Run 1, wiring by layer:
Two of the layers only.
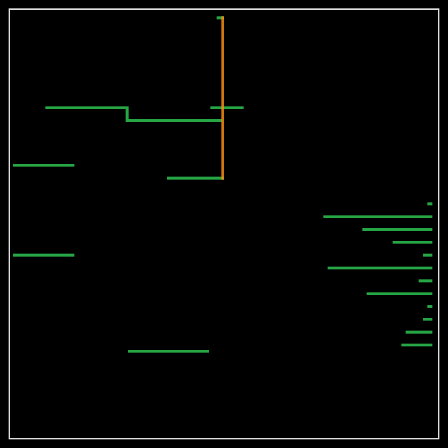
Run 1, clock distribution:
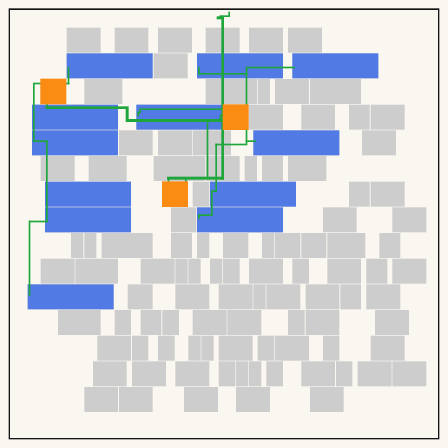
Run 1, pin placement:
Pins as bars across the die edge, other pins in gray.
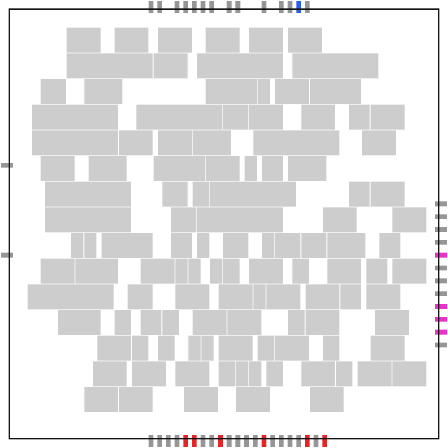
## src/rtl/map_pkg.sv

```systemverilog
// Shared definitions for the 8x8 map RAM: geometry, tile codes and the
// phase reserved for display fetches.
package map_pkg;

   localparam int MAP_DIM = 8;
   localparam int ADDR_W  = 6;
   localparam int TILE_W  = 4;

   localparam logic [1:0] DISP_PH = 2'd0;

   typedef enum logic [TILE_W-1:0] {
      EMPTY       = 4'h0,
      WALL        = 4'h1,
      BOX         = 4'h2,
      DEST        = 4'h3,
      BOX_ON_DEST = 4'h4,
      PLAYER      = 4'h5
   } tile_t;

   typedef enum logic {
      OWN_DISP  = 1'b0,
      OWN_LOGIC = 1'b1
   } owner_t;

endpackage

```

## src/rtl/map_arbiter.sv

```systemverilog
// Time-division scheduler for the shared single-port map RAM: phase 0 is the
// display fetch slot, every other slot (and an unused phase 0) serves logic.
module map_arbiter
   import map_pkg::*;
#(
   parameter int ADDR_W = map_pkg::ADDR_W,
   parameter int TILE_W = map_pkg::TILE_W
) (
   input  logic              clk,
   input  logic              rst,
   output logic              pix_ce,
   input  logic              disp_req,
   input  logic [ADDR_W-1:0] disp_addr,
   output logic [TILE_W-1:0] disp_tile,
   output logic              disp_vld,
   input  logic              lg_req,
   input  logic              lg_we,
   input  logic [ADDR_W-1:0] lg_addr,
   input  logic [TILE_W-1:0] lg_wdata,
   output logic              lg_gnt,
   output logic [TILE_W-1:0] lg_rdata,
   output logic              lg_rvalid,
   output logic              ram_en,
   output logic              ram_we,
   output logic [ADDR_W-1:0] ram_addr,
   output logic [TILE_W-1:0] ram_wdata,
   input  logic [TILE_W-1:0] ram_rdata
);

   logic [1:0]        ph;
   logic              disp_slot_p0;
   logic              lg_slot_p0;
   logic              rd_issue_p0;
   logic              rd_pend_p1;
   owner_t            owner_p1;
   logic              disp_ret_p1;
   logic              lg_ret_p1;
   logic [TILE_W-1:0] disp_tile_q;
   logic [TILE_W-1:0] lg_rdata_q;

   // Stage p0: slot decision and RAM issue; strobes are forced low during reset
   always_comb begin
      disp_slot_p0 = (ph == DISP_PH) && disp_req;
      lg_slot_p0   = lg_req && !disp_slot_p0;
      rd_issue_p0  = disp_slot_p0 || (lg_slot_p0 && !lg_we);
   end

   assign pix_ce    = (ph == 2'd3);
   assign ram_en    = !rst && (disp_slot_p0 || lg_slot_p0);
   assign ram_we    = !rst && lg_slot_p0 && lg_we;
   assign lg_gnt    = !rst && lg_slot_p0;
   assign ram_addr  = rst          ? '0        :
                      disp_slot_p0 ? disp_addr :
                      lg_slot_p0   ? lg_addr   : '0;
   assign ram_wdata = ram_we ? lg_wdata : '0;

   always_ff @(posedge clk or posedge rst) begin
      if (rst) begin
         ph          <= DISP_PH;
         rd_pend_p1  <= 1'b0;
         owner_p1    <= OWN_DISP;
         disp_tile_q <= '0;
         lg_rdata_q  <= '0;
      end else begin
         ph         <= ph + 2'd1;
         rd_pend_p1 <= rd_issue_p0;
         if (rd_issue_p0)
            owner_p1 <= disp_slot_p0 ? OWN_DISP : OWN_LOGIC;
         if (disp_ret_p1)
            disp_tile_q <= ram_rdata;
         if (lg_ret_p1)
            lg_rdata_q <= ram_rdata;
      end
   end

   // Stage p1: route the returning word to its owner; valid coincides with data
   assign disp_ret_p1 = rd_pend_p1 && (owner_p1 == OWN_DISP);
   assign lg_ret_p1   = rd_pend_p1 && (owner_p1 == OWN_LOGIC);

   assign disp_vld  = disp_ret_p1;
   assign lg_rvalid = lg_ret_p1;
   assign disp_tile = disp_ret_p1 ? ram_rdata : disp_tile_q;
   assign lg_rdata  = lg_ret_p1   ? ram_rdata : lg_rdata_q;

endmodule

```

## config.mk

```make
export PLATFORM = sky130hd
export DESIGN_NAME = map_arbiter
export DESIGN_NICKNAME = d
export VERILOG_FILES = /design/src/rtl/map_pkg.sv /design/src/rtl/map_arbiter.sv
export SDC_FILE = /design/constraint.sdc
export NUM_CORES = 1
export LEC_CHECK = 0
export CAP_MARGIN = 20
export CORE_UTILIZATION = 35
export CTS_CLUSTER_SIZE = 14
export DETAILED_ROUTE_END_ITERATION = 12
export GPL_ROUTABILITY_DRIVEN = 0
export PLACE_DENSITY = 0.79
export SYNTH_ARGS = -nofsm -noshare
export SYNTH_HDL_FRONTEND = slang
export SYNTH_SLANG_ARGS = --single-unit
export TNS_END_PERCENT = 100
```

## constraint.sdc

```tcl
create_clock -name clk -period 2.95 [get_ports clk]
set_input_delay 0.59 -clock clk [delete_from_list [all_inputs] [get_ports clk]]
set_output_delay 0.59 -clock clk [all_outputs]
set_load 0.02 [all_outputs]
```

==> flow_summary_export.csv, run 1 <==
group,metric,value,unit
outcome,status,"complete, no violations",
clock_tree,cts_tree,"done",
floorplanning,io-pin-count,49,
floorplanning,core_region_area,1750,sq um
sta,layout_min_cycle_time,2.78,ns
layout,final_area,1180,sq um
layout,lay_top_count,"sky130_fd_sc_hd__clkdlybuf4s50_1",
synthesis,seq_area_frac_synth,0.456,
placement,placedInstanceArea,1160,sq um
hold_path,timing.hold.worst_path_depth,1,
synthesis,synth_area_per_cell,10.3,sq um
sta,hold_slack,0.458,ns
hold_path,worst_min_path_start,"ph[0]$_DFF_PP0_",
floorplanning,tap-cell-count,25,
power_and_ir_drop,pwr.group.combinational,0.000200,W
synthesis,topCombFamilyByArea,"simple AND/OR/NAND/NOR gates",
synthesis,yosys-stat-cells,64,
synthesis,cell_count_after_synthesis,64,
synthesis,yosys.area_share.xor_xnor,0,
global_routing,global_route.overflow_total,0,
global_routing,via_count_of_the_first_global_routing_pass,579,
power_and_ir_drop,finalPower,0.000491,W
## Picture notes: 'wiring by layer'
color	layer	wire length
green	met3	98.0 um
orange	met4	17.0 um
routed length per instance: 12.5 um
total global-route track usage: 0.188
via count: 650
final routed wirelength across all metal layers: 1740 um

## Picture notes: 'clock distribution'
[blue] flip-flops | count: 12
[green] clock wires | length: 134 um
[orange] cells driving clock nets | count: 3
routed clock nets	4
clock skew: 0.00830 ns
Clock power frac: 0.191
Clock net power: 0.0000937 W
clock latency on the worst-skew pair: 0.27 ns

## Picture notes: 'pin placement'
color	port	pins	direction	edge
blue	disp_vld	1	output	north
red	disp_addr	6	input	south
magenta	ram_wdata	4	output	east
all pins by edge	21 south, 14 north, 12 east, 2 west
die boundary height: 45.4 um
port buffer count: 48
die x size: 45.4 um

run 1: cell families after synthesis:
group                      after synthesis
buffers and inverters                    9
AOI/OAI and AO/OA                        8
and+or+nand+nor                         25
DFF                                     12
adders and majority gates                2
muxes                                    8
run 1: metal layers:
metal | part of all wire | wire, um | up-vias
met4 | 0.0098 | 17 | 0
met5 | 0 | 0 | -
met2 | 0.53 | 915 | 24
li1 | - | - | 310
met3 | 0.056 | 97 | 2
met1 | 0.41 | 711 | 314
run 1: what timing repair did:
action                                  CTS  global route
resized                                   0             1
buffers inserted                          0             0
endpoints found under the setup margin    0             1
run 1: worst reg2reg max path: cells and delay by family, from the launching register on:
kind | cells | cell delay (ns)
multiplexers | 1 | 0.36
AND/OR/NAND/NOR | 1 | 0.47
flip-flops | 1 | 0.40
Run 1, congestion heat map:
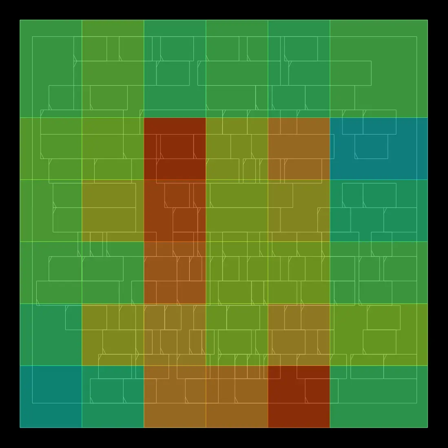

==> run 2: changes to the inputs <==
==> constraint.sdc (replaced) <==
create_clock -name clk -period 3.31 [get_ports clk]
set_input_delay 0.662 -clock clk [delete_from_list [all_inputs] [get_ports clk]]
set_output_delay 0.662 -clock clk [all_outputs]
set_load 0.02 [all_outputs]
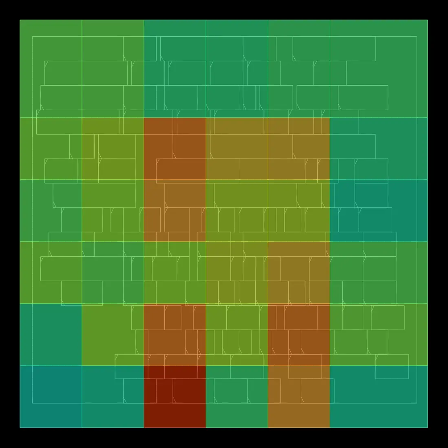
Run 2: congestion heat map
most heavily used metal layer in global routing: met2
GR Layer Usage met1: 0.219
global routing usage on met3: 0.0720

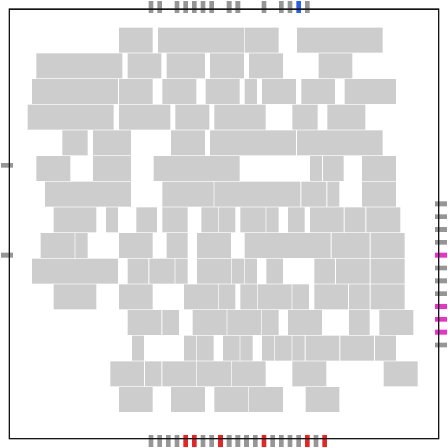
Run 2: pin placement
Pins as bars across the die edge, other pins in gray.
color	port	pins	direction	edge
magenta	ram_wdata	4	output	east
blue	disp_vld	1	output	north
red	disp_addr	6	input	south
all pins by edge	21 south, 14 north, 12 east, 2 west

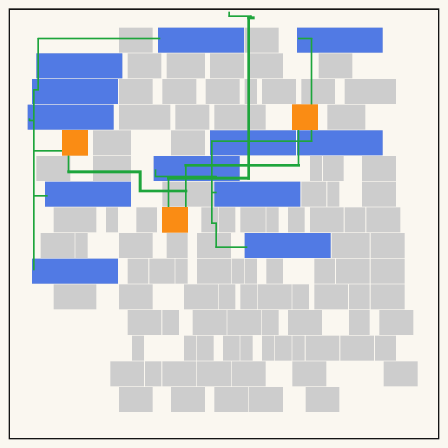
Run 2: clock distribution
[green] clock wires | length: 163 um
[blue] flip-flops | count: 12
[orange] cells driving clock nets | count: 3
routed clock nets	4

==> run 2 against run 1 <==
Count of clock-buffer cells in the layout stayed put; sequential power is 11% lower; via count is 2.6% lower; non-clock buffer count is 1 lower; combinational power is 12% lower; sequential share of layout area is 0.19 points higher; first-iteration DRC count is 36% lower; global-route usage is 0.89 points lower; utilization is 0.50 points lower; synthesized cell count stayed put; register-to-register slack better by 0.39 ns; total power is 11% lower; highest routed layer unchanged.
==> flow_summary_export.csv, run 2 <==
group,metric,value,unit
outcome,status,"complete, no violations",
power_and_ir_drop,pwr.group.combinational,0.000176,W
route,routed_wirelength,1660,um
route,vias,633,
power_and_ir_drop,clockPowerShare,0.196,
synthesis,yosys-stat-cells,64,
synthesis,yosys.area_share.xor_xnor,0,
route,met3_length,107,um
floorplanning,core_region_area,1750,sq um
clock_tree,clock_latency_on_the_worst_skew_pair,0.27,ns
route,routedLengthMet1,675,um
global_routing,grt_use_total,0.179,
route,post_drt_wl_per_cell,12.0,um
synthesis,synth_area_per_cell,10.3,sq um
synthesis,seq_area_frac_synth,0.456,
global_routing,via_count_of_the_first_global_routing_pass,593,
synthesis,topCombFamilyByArea,"simple AND/OR/NAND/NOR gates",
floorplanning,die_height,45.4,um
hold_path,worst_min_path_start,"ph[0]$_DFF_PP0_",
power_and_ir_drop,pwr.group.clock,0.0000858,W
synthesis,cell_count_after_synthesis,64,
sta,layout_min_cycle_time,2.99,ns
placement,port_buffer_count,48,
==> run 2: cell counts after synthesis <==
No cell type changed its count.
==> run 2: through the flow <==
step	utilization	hold WS, ns	power, W	std cells	setup slack, ns
after global placement	0.659	0.434	0.000354	135	0.339
after global routing	0.672	0.465	0.000459	138	0.230
final	0.672	0.450	0.000437	138	0.324
after detailed placement	0.659	0.452	0.000356	135	0.317
after floorplan	-	0.418	0.000267	64	1.22
after CTS	0.672	0.461	0.000445	138	0.314
==> run 2: layout make-up <==
cell class              count  area [sq um]
well taps                  25          31.3
multi-input cells          43           302
fillers                   161           573
inverters                   5          21.3
repair buffers             50           495
clock buffers               3          22.5
flip-flops and latches     12           300
==> run 2: critical path, delay by kind of cell <==
family | cells | cell delay (ns)
buffers and inverters | 2 | 1.24
AND/OR/NAND/NOR | 2 | 0.42
Power is estimated from default activity; no workload was simulated.
